==> src/rtl/cpu_sd2_pkg.sv <==
// Shared definitions for the operand-memory stage and operand_alu:
// tx command codes, ALU op encodings and the operand_alu FSM states.
package cpu_sd2_pkg;

  localparam logic [3:0] CLEAR = 4'd0;
  localparam logic [3:0] LOAD  = 4'd1;
  localparam logic [3:0] HOLD  = 4'd2;

  typedef enum logic [1:0] {
    OP_ADD    = 2'b00,
    OP_SUB    = 2'b01,
    OP_AND    = 2'b10,
    OP_OR_MUL = 2'b11
  } alu_op_e;

  typedef enum logic [1:0] {
    ST_IDLE   = 2'd0,
    ST_WAIT_B = 2'd1,
    ST_EXEC   = 2'd2
  } state_e;

endpackage

==> src/rtl/operand_alu_alu_core.sv <==
// Combinational ALU for operand_alu: (a, b, op) -> (res, neg).
// Build option ALU_MUL_EN turns op 11 into an unsigned multiply instead of OR.
module alu_core
  import cpu_sd2_pkg::*;
#(
  parameter int DATA_W = 4,
  parameter int RES_W  = 2 * DATA_W
) (
  input  logic [DATA_W-1:0] a,
  input  logic [DATA_W-1:0] b,
  input  logic [1:0]        op,
  output logic [RES_W-1:0]  res,
  output logic              neg
);

  always_comb begin
    res = '0;
    neg = 1'b0;
    case (alu_op_e'(op))
      OP_ADD: res = RES_W'(a) + RES_W'(b);
      // Zero-extended subtraction at RES_W width yields the sign-extended difference.
      OP_SUB: begin
        res = RES_W'(a) - RES_W'(b);
        neg = (a < b);
      end
      OP_AND: res = RES_W'(a & b);
      OP_OR_MUL: begin
`ifdef ALU_MUL_EN
        res = RES_W'(a) * RES_W'(b);
`else
        res = RES_W'(a | b);
`endif
      end
      default: res = '0;
    endcase
  end

endmodule

==> src/rtl/operand_alu.sv <==
// Captures operands A then B from the operand-memory stage, runs one ALU op and
// registers the result with a one-cycle valid pulse. Op 11 depends on ALU_MUL_EN.
module operand_alu
  import cpu_sd2_pkg::*;
#(
  parameter int DATA_W = 4,
  parameter int RES_W  = 2 * DATA_W
) (
  input  logic              clock,
  input  logic              reset_n,
  input  logic [3:0]        tx,
  input  logic [DATA_W-1:0] entrada,
  input  logic              contador,
  input  logic [1:0]        op,
  output logic [RES_W-1:0]  result,
  output logic              result_valid,
  output logic              neg,
  output logic              busy
);

  state_e              r_state;
  state_e              w_state_next;
  logic [3:0]          r_tx_q;
  logic [DATA_W-1:0]   r_a;
  logic [DATA_W-1:0]   r_b;
  logic [1:0]          r_op;
  logic [RES_W-1:0]    r_result;
  logic                r_valid;
  logic                r_neg;

  logic                w_cap_a;
  logic                w_cap_b;
  logic                w_exec;
  logic                w_clear;
  logic [RES_W-1:0]    w_res;
  logic                w_neg;

  alu_core #(
    .DATA_W (DATA_W),
    .RES_W  (RES_W)
  ) u_alu_core (
    .a   (r_a),
    .b   (r_b),
    .op  (r_op),
    .res (w_res),
    .neg (w_neg)
  );

  // The memory stage updates entrada on the tx==LOAD edge, so act on tx one cycle late.
  always_comb begin
    w_state_next = r_state;
    w_cap_a      = 1'b0;
    w_cap_b      = 1'b0;
    w_exec       = 1'b0;
    w_clear      = 1'b0;
    if (r_tx_q == CLEAR) begin
      w_clear      = 1'b1;
      w_state_next = ST_IDLE;
    end else if (r_tx_q != HOLD) begin
      case (r_state)
        ST_IDLE: begin
          if (r_tx_q == LOAD && contador) begin
            w_cap_a      = 1'b1;
            w_state_next = ST_WAIT_B;
          end
        end
        ST_WAIT_B: begin
          if (r_tx_q == LOAD) begin
            if (contador) begin
              w_cap_a = 1'b1;
            end else begin
              w_cap_b      = 1'b1;
              w_state_next = ST_EXEC;
            end
          end
        end
        ST_EXEC: begin
          w_exec       = 1'b1;
          w_state_next = ST_IDLE;
        end
        default: w_state_next = ST_IDLE;
      endcase
    end
  end

  always_ff @(posedge clock or negedge reset_n) begin
    if (!reset_n) begin
      r_state  <= ST_IDLE;
      r_tx_q   <= CLEAR;
      r_a      <= '0;
      r_b      <= '0;
      r_op     <= '0;
      r_result <= '0;
      r_valid  <= 1'b0;
      r_neg    <= 1'b0;
    end else begin
      r_tx_q  <= tx;
      r_state <= w_state_next;
      r_valid <= w_exec;
      if (w_clear) begin
        r_a  <= '0;
        r_b  <= '0;
        r_op <= '0;
      end
      if (w_cap_a) begin
        r_a <= entrada;
      end
      if (w_cap_b) begin
        r_b  <= entrada;
        r_op <= op;
      end
      if (w_exec) begin
        r_result <= w_res;
        r_neg    <= w_neg;
      end
    end
  end

  assign result       = r_result;
  assign result_valid = r_valid;
  assign neg          = r_neg;
  assign busy         = (r_state != ST_IDLE);

endmodule

==> config.mk <==
export PLATFORM = sky130hd
export DESIGN_NAME = operand_alu
export DESIGN_NICKNAME = d
export VERILOG_FILES = /design/src/rtl/cpu_sd2_pkg.sv /design/src/rtl/operand_alu_alu_core.sv /design/src/rtl/operand_alu.sv
export SDC_FILE = /design/constraint.sdc
export NUM_CORES = 1
export LEC_CHECK = 0
export ABC_AREA = 1
export CAP_MARGIN = 20
export CORE_MARGIN = 5
export CORE_UTILIZATION = 35
export DETAILED_ROUTE_END_ITERATION = 8
export HOLD_SLACK_MARGIN = 0.03
export PLACE_DENSITY = 0.54
export SLEW_MARGIN = 40
export SYNTH_ARGS = -nofsm -noshare
export SYNTH_HDL_FRONTEND = slang
export SYNTH_SLANG_ARGS = --single-unit
==> constraint.sdc <==
create_clock -name clock -period 2.2 [get_ports clock]
set_clock_uncertainty 0.2 [all_clocks]
set_input_delay 0.44 -clock clock [delete_from_list [all_inputs] [get_ports clock]]
set_output_delay 0.44 -clock clock [all_outputs]
set_load 0.01 [all_outputs]
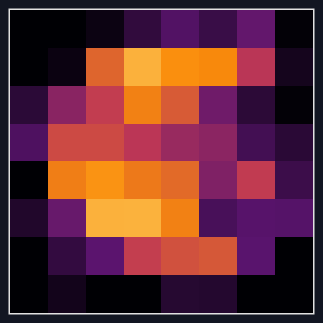
Figure 1: placement density heat map.
(4 px per um) The die is cut into 8 by 8 equal tiles; black is low, pale yellow is high, 0 to 100% covered.
mean over tiles = 31%
fullest tile = 83%
nearly empty tiles = 20%
densest ninth of the die = middle
tiles over 75% full = 7.8%

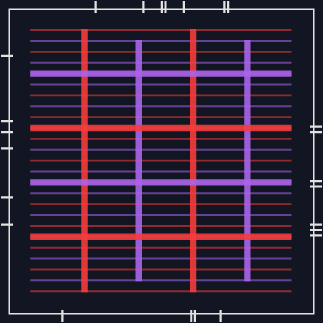
Figure 2: supply network.
(4 px per um) Pins as bars on the die edge.
purple -> VDD
red -> VSS
met4 straps = 4
met5 straps = 4
rows = 24
met1 rails = 25
area of the core region: 4264 um2
Worst IR Drop VDD: 0.2575 mV

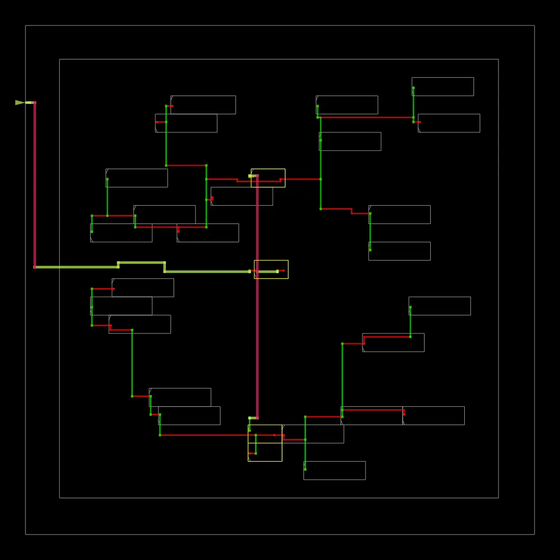
Figure 3: clock wiring as the flow saved it.
clock net sink count: 24
clock latency on the worst-skew pair: 0.27 ns
total of clock buffers placed in the layout: 4

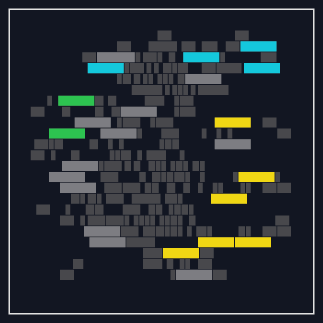
Figure 4: sequential cells grouped by signal name.
(4 px per um) Other sequential cells in the stronger gray, the rest of the logic in the fainter gray.
yellow -> result  # placed flops 6
green -> r_op  # placed flops 2
cyan -> r_tx_q  # placed flops 4
not colored = 12
final core utilization: 0.4337
sequential share of cell area: 0.3254
Seq. pwr: 553 uW
area taken by flip-flops and latches: 601.8 um2

==> flow_summary.ini <==
; flow metrics
[status]
run_status = complete, no violations

[floorplan]
rows = 24
fp.dieArea_um2 = 5737

[placed_design]
placed_cell_area_um2 = 1793
place_ws_ns = 0.2538
io_buffers = 23
detailed_place_hpwl_um = 2384

[synthesis]
synth_area_um2 = 1513
synthesis.yosys.warnings = 0
synthesis.area_per_instance_um2 = 8.744
synth.distinct_cells = 31
synthCells = 173
netlist.area_leader.share = 0.3970
yosys.stat.chipArea_um2 = 1513
synth_flops = 24
syn_nets = 200

[critical_path]
critical_path.cell_chain = inv_1 > nand2_1 > clkdlybuf4s50_1
reg2reg_to = result[2]$_DFFE_PN0P_
critical_path.endpoint_type = output pin
critical_path.top_delay_family = buffers and inverters
arrival_time_at_the_worst_endpoint_ns = 1.48

[final_timing]
final.setup.tns_ns = 0
finalSetupViolCount = 0
post-route-period-util = 0.9628
postLayoutSetupSlackWorst_ns = 0.08182
worst_slew_pin_slew_ns = 0.3210
slew-limit-headroom = 0.7860
finalWorstPathRequiredPeriod_ns = 2.118

[cells_and_area]
area.growth.synth_to_final_pct = 22.25
diodes = 0

[worst_hold_path]
worst_hold_path_startpoint = result[0]$_DFFE_PN0P_
hold_depth = 2
min_to = result[0]$_DFFE_PN0P_

[drt]
wirelength_um = 2903
via_count = 1169
remaining_drc_errors = 0
detail_route.first_pass.iterations = 4
vias_per_cell = 4.676
ant_nets = 0

[clock_network]
clock_tree_from_tritoncts = done
clk_transition_reported_paths_ns = 0.09
post_cts_buffers = 0

[global_route]
grt.total_usage = 0.1186
first_pass_grt_wire_length_um = 5216
global_route.overflow_total = 0

[flow_run]
max_cap_violations = 0

[pwr]
switching_power_uw = 437.0
p_leak_uw = 0.0008894
power_per_cell_area_nw_per_um2 = 704.0
p_seq_frac = 0.425
## registers in the layout, indices dropped and copies added, names as in the netlist
signal        flops
r_a               4
r_b               4
r_state           2
result_valid      1
r_tx_q            4
result            6
neg               1
r_op              2
## cells in the mapped netlist (2+ instances only)
library cell	instances
sky130_fd_sc_hd__o22ai_1	10
sky130_fd_sc_hd__o21ai_0	3
sky130_fd_sc_hd__nand3_1	16
sky130_fd_sc_hd__nand3_2	2
sky130_fd_sc_hd__dfrtp_1	24
sky130_fd_sc_hd__o211ai_1	2
sky130_fd_sc_hd__inv_2	6
sky130_fd_sc_hd__inv_1	26
sky130_fd_sc_hd__ha_1	12
sky130_fd_sc_hd__nand4_4	2
sky130_fd_sc_hd__a21oi_1	2
sky130_fd_sc_hd__nor2_1	8
sky130_fd_sc_hd__o21ai_1	2
sky130_fd_sc_hd__nor2_4	2
sky130_fd_sc_hd__fa_1	2
sky130_fd_sc_hd__nand2_2	3
sky130_fd_sc_hd__buf_4	3
sky130_fd_sc_hd__nand2_1	35
## cells by family after synthesis
family / after synthesis / synth area share
AND/OR/NAND/NOR: 78 / 0.2920
buffers and inverters: 35 / 0.09429
flip-flops: 24 / 0.3970
AND-OR/OR-AND: 22 / 0.09098
adder cells (fa/ha/maj): 14 / 0.1257
## worst max path at each step
| stage | to | slack [ns] | cells after the start |
|---|---|---|---|
| after CTS | busy | 0.05 | 3 |
| after global routing | busy | 0.02 | 3 |
| after detailed placement | result[2]$_DFFE_PN0P_ | 0.25 | 7 |
| after floorplan | result[2]$_DFFE_PN0P_ | 0.35 | 7 |
| final | busy | 0.08 | 3 |
| after global placement | result[2]$_DFFE_PN0P_ | 0.29 | 7 |
## power by group through the flow
| stage | Clock [uW] | Sequential [uW] | Combinational (uW) |
|---|---|---|---|
| final | 304 | 553 | 445 |
| after global routing | 333 | 562 | 505 |
| after CTS | 314 | 552 | 451 |
| after detailed placement | 0 | 561 | 449 |
| after global placement | 0 | 558 | 446 |
| after floorplan | 0 | 568 | 276 |
## per-layer routing
layer	track usage	wire (um)	vias up
li1	-	-	617
met1	0.1592	1439	527
met2	0.1816	1283	20
met3	0.02507	119	5
met4	0.05631	60	0
met5	0	0	-
## worst register-to-register path, delay by kind of cell (launching register included)
family                     cells  cell delay, ns
adders and majority gates      2            0.65
and+or+nand+nor                4            0.51
DFF                            1            0.39
AOI/OAI and AO/OA              1            0.10
## timing repair
action                     CTS  global route
gates resized                0             1
setup endpoints to repair    0             1
hold endpoints to repair     0             0
## final cells by class
| class | count | area (um2) | area share |
|---|---|---|---|
| Clock buffer | 4 | 55.05 | 0.02977 |
| Inverter | 32 | 120.1 | 0.06495 |
| Multi-Input combinational cell | 114 | 769.5 | 0.4161 |
| Sequential cell | 24 | 601.8 | 0.3254 |
| Tap cell | 52 | 65.06 | 0.03518 |
| Timing Repair Buffer | 24 | 237.7 | 0.1286 |
Power figures rest on the tool's default switching activity, not on a simulated workload.
